## src/rtl/cmp_arith_pkg.sv

```systemverilog
// Shared types for the compare/arithmetic pipeline.
// Optional saturation is enabled by defining CMP_ARITH_SAT_EN.
package cmp_arith_pkg;

    typedef enum logic [1:0] {
        OP_CMPSEL  = 2'd0,
        OP_ADD     = 2'd1,
        OP_SUB     = 2'd2,
        OP_ABSDIFF = 2'd3
    } op_e;

    // Compare-select resolves to an add when A > B.
    function automatic logic op_is_add(input op_e op, input logic gt);
        return (op == OP_ADD) || ((op == OP_CMPSEL) && gt);
    endfunction

endpackage

```

## src/rtl/cmp_arith_alu.sv

```systemverilog
// Stage-2 arithmetic: add/sub/absdiff with carry-borrow flag.
// Defining CMP_ARITH_SAT_EN clamps overflowing results.
module cmp_arith_alu
    import cmp_arith_pkg::*;
#(
    parameter int WIDTH = 8
) (
    input  logic [WIDTH-1:0] a,
    input  logic [WIDTH-1:0] b,
    input  op_e              op,
    input  logic             gt,
    output logic [WIDTH-1:0] res,
    output logic             flag
);

    logic [WIDTH:0] sum;
    logic [WIDTH:0] diff;
    logic           is_add;
    logic           is_abs;

    assign sum    = {1'b0, a} + {1'b0, b};
    assign diff   = {1'b0, a} - {1'b0, b};
    assign is_add = op_is_add(op, gt);
    assign is_abs = (op == OP_ABSDIFF);

    always_comb begin
        res  = '0;
        flag = 1'b0;
        unique case (1'b1)
            is_abs: begin
                res  = gt ? diff[WIDTH-1:0] : (b - a);
                flag = 1'b0;
            end
            is_add: begin
                res  = sum[WIDTH-1:0];
                flag = sum[WIDTH];
            end
            default: begin
                res  = diff[WIDTH-1:0];
                flag = diff[WIDTH];
            end
        endcase
`ifdef CMP_ARITH_SAT_EN
        if (flag) begin
            res = is_add ? '1 : '0;
        end
`else
`endif
    end

endmodule

```

## src/rtl/cmp_arith_pipe.sv

```systemverilog
// Two-stage valid/ready compare-select arithmetic pipeline.
// Define CMP_ARITH_SAT_EN for saturating results.
module cmp_arith_pipe
    import cmp_arith_pkg::*;
#(
    parameter int WIDTH     = 8,
    parameter int CNT_WIDTH = 16
) (
    input  logic                 CLK,
    input  logic                 RST,
    input  logic [WIDTH-1:0]     A,
    input  logic [WIDTH-1:0]     B,
    input  logic [1:0]           OP,
    input  logic                 IVALID,
    output logic                 IREADY,
    output logic [WIDTH-1:0]     XOUT,
    output logic                 XFLAG,
    output logic                 XVALID,
    input  logic                 XREADY,
    output logic [CNT_WIDTH-1:0] CNT
);

    logic             v1;
    logic             v2;
    logic [WIDTH-1:0] a1;
    logic [WIDTH-1:0] b1;
    op_e              op1;
    logic             gt1;
    logic             acc;
    logic             adv;
    logic             drain;
    logic [WIDTH-1:0] res;
    logic             flag;

    assign IREADY = !v1 || !v2 || XREADY;
    assign acc    = IVALID && IREADY;
    assign drain  = v2 && XREADY;
    // Stage 1 moves on when stage 2 is empty or emptying this cycle.
    assign adv    = v1 && (!v2 || XREADY);
    assign XVALID = v2;

    always_ff @(posedge CLK or posedge RST) begin
        if (RST) begin
            v1  <= 1'b0;
            a1  <= '0;
            b1  <= '0;
            op1 <= OP_CMPSEL;
            gt1 <= 1'b0;
        end else if (acc) begin
            v1  <= 1'b1;
            a1  <= A;
            b1  <= B;
            op1 <= op_e'(OP);
            gt1 <= (A > B);
        end else if (adv) begin
            v1  <= 1'b0;
        end
    end

    cmp_arith_alu #(
        .WIDTH (WIDTH)
    ) u_alu (
        .a    (a1),
        .b    (b1),
        .op   (op1),
        .gt   (gt1),
        .res  (res),
        .flag (flag)
    );

    always_ff @(posedge CLK or posedge RST) begin
        if (RST) begin
            v2    <= 1'b0;
            XOUT  <= '0;
            XFLAG <= 1'b0;
            CNT   <= '0;
        end else begin
            if (adv) begin
                v2    <= 1'b1;
                XOUT  <= res;
                XFLAG <= flag;
            end else if (drain) begin
                v2    <= 1'b0;
            end
            if (drain) begin
                CNT <= CNT + CNT_WIDTH'(1);
            end
        end
    end

endmodule

```

## config.mk

```make
export PLATFORM = sky130hd
export DESIGN_NAME = cmp_arith_pipe
export DESIGN_NICKNAME = d
export VERILOG_FILES = /design/src/rtl/cmp_arith_pkg.sv /design/src/rtl/cmp_arith_alu.sv /design/src/rtl/cmp_arith_pipe.sv
export SDC_FILE = /design/constraint.sdc
export NUM_CORES = 1
export LEC_CHECK = 0
export ABC_AREA = 0
export CAP_MARGIN = 5
export CORE_MARGIN = 4
export CORE_UTILIZATION = 39
export DETAILED_ROUTE_END_ITERATION = 10
export HOLD_SLACK_MARGIN = 0.03
export SLEW_MARGIN = 20
export SYNTH_ARGS = -nofsm -noshare
export SYNTH_HDL_FRONTEND = slang
export SYNTH_SLANG_ARGS = --single-unit
```

## constraint.sdc

```tcl
create_clock -name CLK -period 4.09 [get_ports CLK]
set_clock_uncertainty 0.2 [all_clocks]
set_input_delay 0.818 -clock CLK [delete_from_list [all_inputs] [get_ports CLK]]
set_output_delay 0.818 -clock CLK [all_outputs]
set_load 0.005 [all_outputs]
```

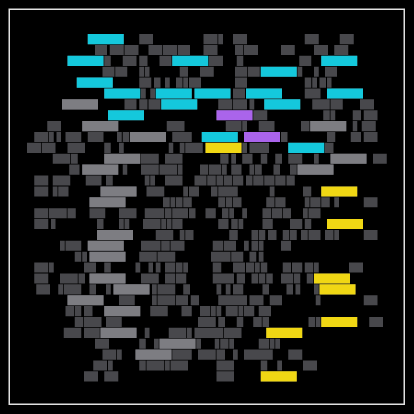
run_1/registers.png
Drawn at 4 px/um. Other sequential cells in the stronger gray, the rest of the logic in the fainter gray.
| netlist name | color | placed flops |
|---|---|---|
| `op1` | purple | 2 |
| `XOUT` | yellow | 8 |
| `CNT` | cyan | 16 |
not colored: 20
FF+latch area: 1151 um2
sequential cell area share: 29.93%
fin util: 49.01%

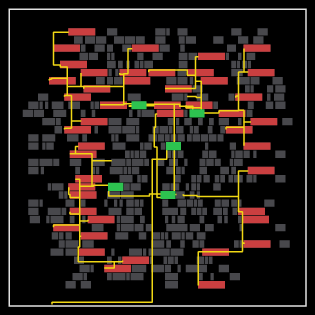
run_1/clock_map.png
Drawn at 3 px/um.
[cells driving clock nets] green | count: 5
[flip-flops] red | count: 46
[clock wires] yellow | length: 652 um
routed clock nets: 6
clk_lat worst skew: 0.30 ns
clk pwr: 301 uW
clock network fraction of design power: 17.9%

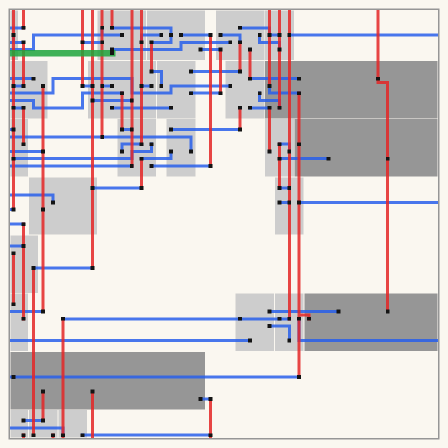
run_1/zoom.png
Window x 64 to 84, y 15 to 35 um. Cells in gray, sequential cells in the stronger gray; small squares are vias.
| layer | color |
|---|---|
| met2 | red |
| met1 | blue |
| met3 | green |
cells with their middle in the window: 19
netlist names of flops here include: `XOUT` (4)
sequential cells in the window: 4
most frequent: dfrtp_1 (4), o21ai_1 (4), nand2_1 (3)

==> Slide: Implementation Results, run 1 <==
Synthesis and Place & Route Summary

Flow run
  – Max Cap Viol: 0

Critical path
  – CP max stage cell: clkdlybuf4s50_1
  – Setup crit end kind: output port
  – WS Path Type: input port to output port
  – Worst EP arrival: about 2 ns
  – CP top delay family: buffers and inverters
  – Crit path largest cell delay: 0.51 ns

Clocking
  – CTS H-tree depth: 2
  – CTS tree: yes
  – # resized after CTS: 0
  – Postcts setup bufs: 0
  – CTS Hold Bufs: 0
  – Clk root buf: clkbuf_8

Final timing
  – Fin Setup TNS: 0 ns
  – Peak Freq: 0.3308 GHz
  – Max Slew Vio Count: 0
  – Relative slew margins: 37.03%
  – RSZ-0062 raised after global routing: no
  – Least-Margin Pin Slew: around 0.94 ns

Hold path
  – Hold WC Path Type: flop to flop
  – Hold Crit Depth: 1

Synthesis
  – Asr flop ratio synth: 100.0%
  – Biggest area consumer among synthesized cells: dfrtp_1
  – Yosys stat chip area: between 3000 and 4000 um2
  – Total nets after synthesis: 407
  – Yosys reg bits: 46
  – Largest type area fraction: 36.12%
  – Distinct lib cells: 51
  – Mapped cell area: 3187 um2

Route
  – Remaining antenna violation count: 0
  – Number of DRC markers in iteration 0: between 90 and 100
  – DRC Markers: 0
  – DRT Pass-1 Iters: 4
  – Total wire length: slightly below 7000 um

GRT
  – Antenna violations before repair: 0
  – Total grt overflow: 0
  – Total GRT Usage: between 10% and 20%
  – Largest net degree at the start of global routing: around 47

Power
  – VDD IR max: around 0.13 mV
  – Leakage: 1.713 nW
  – Pwr Total: 1.683 mW

Outcome
  – Status: finished clean

Layout
  – Layout cell share with drive strength beyond 1: around 5.6%
  – Combinational Area: roughly 1900 um2
  – Synth-to-Final Area Change: 20.69%
  – Layout filler cell count: 783

Place
  – Hpwl dp: 5471 um
  – Placer Congestion: 0.8450

Floorplan
  – Io pins: around 49
  – Total core area: 7848 um2
[run 1: metrics by stage]
step | instances | cell area, um2 | worst slack [ns] | utilization [%]
6_report | 496 | 3846 | 1.067 | 49.01
5_1_grt | 496 | 3846 | 1.023 | 49.01
4_1_cts | 496 | 3846 | 1.058 | 49.01
3_5_place_dp | 488 | 3751 | 1.065 | 47.80
3_3_place_gp | 488 | 3751 | 1.089 | 47.80
2_1_floorplan | 348 | 3187 | 1.678 | -
[run 1: worst register-to-register path, cell delays in order (launching register included)]
cell     delay (ns)
dfrtp_1        0.44
inv_1          0.10
ha_1           0.14
inv_1          0.05
fa_1           0.40
a21o_1         0.20
a211o_1        0.32
a21oi_1        0.23
nor2b_1        0.08
nor4_1         0.26
o32a_1         0.21
[run 1: logic make-up (layout without fill, tap and decap cells)]
family	Yosys count	after routing	share of synthesized area [%]
AND-OR/OR-AND	89	89	17.79
flip-flops	46	46	36.12
AND/OR/NAND/NOR	103	103	16.49
XOR/XNOR	19	19	5.222
adder cells (fa/ha/maj)	37	37	15.23
buffers and inverters	43	89	5.261
multiplexers	11	11	3.887
[run 1: power by group]
group	switching (mW)	internal [mW]
combinational	0.350	0.382
sequential	0.101	0.549
clock	0.161	0.140
[run 1: layout make-up]
cell class / instances / area share [%]
clock buffer: 7 / 2.245
clock inverter: 1 / 0.2277
inverter: 33 / 3.221
multi-input combinational: 259 / 48.57
sequential: 46 / 29.93
tap: 102 / 3.318
timing repair buffer: 48 / 12.49
[run 1: state kept, by name, indices dropped and copies added, names as in the netlist]
signal  flops
op1         2
gt1         1
b1          8
a1          8
CNT        16
v1          1
XFLAG       1
XOUT        8
XVALID      1
[run 1: final timing paths]
path | to | startpoint
worst max-delay path | IREADY | XREADY
worst min-delay path | CNT[15] | CNT[15]
worst max register to register | XFLAG | a1[0]
min in group asynchronous | CNT[7] | RST
worst min register to register | CNT[15] | CNT[15]
max in group asynchronous | XOUT[1] | RST
[run 1: cell usage in the layout, fill, tap and decap left out, drive strengths merged, types with 4 or more instances in the layout]
cell and n:
nor3 5, nand2b 7, o21a 5, dfrtp 46, nand3 8, xnor2 15, a31oi 5, ha 34
clkbuf 7, o21ai 28, mux2 11, xor2 4, nor2 27, o22ai 4, a21o 6, nand4 6
clkdlybuf4s50 48, inv 34, a21oi 18, a211oi 5, a22oi 4, nand2 24, nor2b 8
[run 1: layer usage]
layer,vias to the layer above,global-route usage (%),share of wire [%]
li1,1306,-,-
met2,48,24.08,45
met1,1222,21.45,49
met5,-,0,0
met4,0,3.992,1.4
met3,7,2.929,4.3
run_1/metal_stack.png
Drawn at 4 px/um.
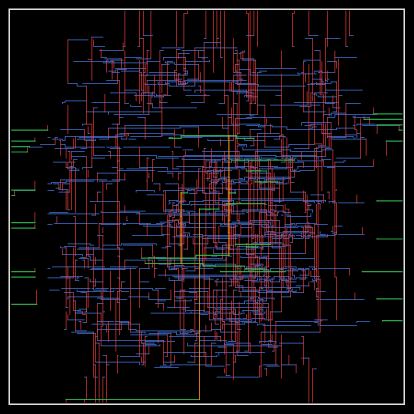

==> run 2, diff against run 1 <==
clock period = 2.9 ns   (was 4.09 ns; I/O delays follow)
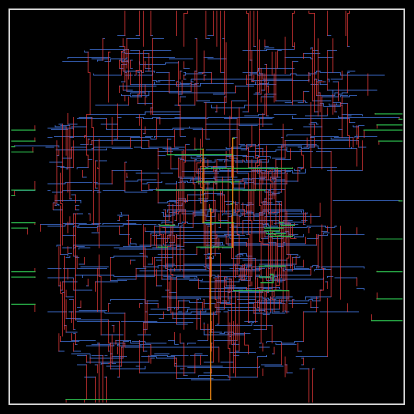
run_2/metal_stack.png
Drawn at 4 px/um.
| layer | color | wire length |
|---|---|---|
| met2 | red | 3100 um |
| met4 | orange | 93.2 um |
| met1 | blue | 3470 um |
| met3 | green | 296 um |
Total GRT Usage: 14.79%
total wire length: 6964 um
via count: 2584
wire per inst: 13.93 um

==> Slide: Implementation Results, run 2 <==
Synthesis and Place & Route Summary

Synthesis
  – MUX share of area: 3.887%
  – Largest type area fraction: a little over a third
  – Synth Area in Adders: 15.23%
  – Asr flop ratio synth: 100.0%
  – Yosys stat chip area: 3187 um2
  – Top comb family, area: AND-OR/OR-AND gates
  – Area fraction in compound gates: 17.79%
  – Simple-Gate Area Share: 16.49%
  – Mapped cell area: 3187 um2
  – Distinct lib cells: 51
  – Yosys reg bits: approximately 46
  – Yosys xor share: 5.222%
  – Total nets after synthesis: 407

Floorplan
  – Total core area: 7848 um2
  – Io pins: 49

Outcome
  – Status: finished clean

Place
  – Placed cell count: 492
  – Hpwl dp: 5530 um

GRT
  – Vias in the first global route: about 2400
  – Met1 usage: 20.74%
  – Largest net degree at the start of global routing: 32
  – Total grt overflow: 0
  – Antenna violations before repair: 0
  – GRT Max-Usage Layer: met2

Route
  – Number of DRC markers in iteration 0: ~160
  – Remaining antenna violation count: 0
  – DRC Markers: 0

Final timing
  – Fin Setup TNS: 0 ns
  – Least-Margin Pin Slew: 0.6511 ns
  – RSZ-0062 raised after global routing: no
  – Max Slew Vio Count: 0
  – Relative slew margins: 56.53%
  – Peak Freq: about 0.38 GHz

Hold path
  – Hold WC Path Type: flop to flop

Clocking
  – Postcts setup bufs: 0

Layout
  – Most frequent cells in the layout: clkdlybuf4s50_1 (48), dfrtp_1 (46), ha_1 (34)
  – Max reg flops: 16
  – Layout cell share with drive strength beyond 1: 6.784%
  – Top reg by flops: CNT
  – Finished Layout Cells: 500
  – Synth-to-Final Area Change: 21.48%

Power
  – VDD IR max: between 0.2 and 0.25 mV
  – Leakage: ~1.7 nW

Flow run
  – Max Cap Viol: 0

Critical path
  – WS Path Type: flop to flop
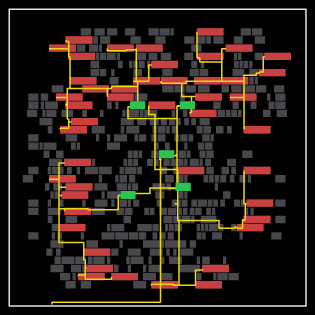
run_2/clock_map.png
Drawn at 3 px/um.
[clock wires] yellow | length: 629 um
[cells driving clock nets] green | count: 5
[flip-flops] red | count: 46
routed clock nets: 6
flops lie: spread over the die

==> run 2: path summary, 6_finish.rpt <==
check / start / end / slack (ns) / depth (start not counted)
worst max-delay path: a1[0] / XFLAG / 0.29 / 10
worst min-delay path: XOUT[2] / XOUT[2] / 0.27 / 2
worst max register to register: a1[0] / XFLAG / 0.29 / 10
worst min register to register: XOUT[2] / XOUT[2] / 0.27 / 2
max in group asynchronous: RST / CNT[5] / 1.43 / 3
min in group asynchronous: RST / XOUT[6] / 0.48 / 2
==> run 2: through the flow <==
| step | utilization (%) | instance area (um2) | power (mW) | hold slack (ns) | setup WS [ns] |
|---|---|---|---|---|---|
| 2_1_floorplan | - | 3187 | 1.577 | 0.2628 | 0.4878 |
| 3_3_place_gp | 48.18 | 3781 | 1.957 | 0.2549 | 0.3265 |
| 3_5_place_dp | 48.18 | 3781 | 1.973 | 0.2597 | 0.3053 |
| 4_1_cts | 49.33 | 3871 | 2.381 | 0.2827 | 0.2911 |
| 5_1_grt | 49.33 | 3871 | 2.553 | 0.2965 | 0.09554 |
| 6_report | 49.33 | 3871 | 2.358 | 0.2733 | 0.2924 |
==> run 2: layer usage <==
layer  part of all wire [%]  vias to the layer above
met5                      0                        -
met4                    1.3                        0
met3                    4.2                        8
met2                     45                       60
met1                     50                     1204
li1                       -                     1312
==> run 2: cells by family (layout without fill, tap and decap cells) <==
family,count (synthesis),after routing
XOR/XNOR,19,19
buffers and inverters,43,93
adder cells (fa/ha/maj),37,37
multiplexers,11,11
AND/OR/NAND/NOR,103,103
AND-OR/OR-AND,89,89
flip-flops,46,46
==> run 2: final cells by class <==
| type | count | area [um2] |
|---|---|---|
| fill | 769 | 3976 |
| multi-input combinational | 259 | 1868 |
| sequential | 46 | 1151 |
| timing repair buffer | 52 | 510.5 |
| tap | 102 | 127.6 |
| inverter | 33 | 123.9 |
| clock buffer | 5 | 68.82 |
| clock inverter | 3 | 21.27 |
==> run 2: report_power, final <==
part	switching (mW)	internal, mW
Combinational	0.501	0.544
Clock	0.231	0.170
Sequential	0.138	0.774
==> run 2: critical path, stage by stage, from the launching register on <==
cell     delay (ns)
dfrtp_1        0.43
inv_1          0.09
ha_1           0.14
inv_1          0.05
fa_1           0.40
a21o_1         0.19
a211o_1        0.32
a21oi_1        0.24
nor2b_1        0.07
nor4_1         0.23
o32a_1         0.20
Power figures rest on the tool's default switching activity, not on a simulated workload.
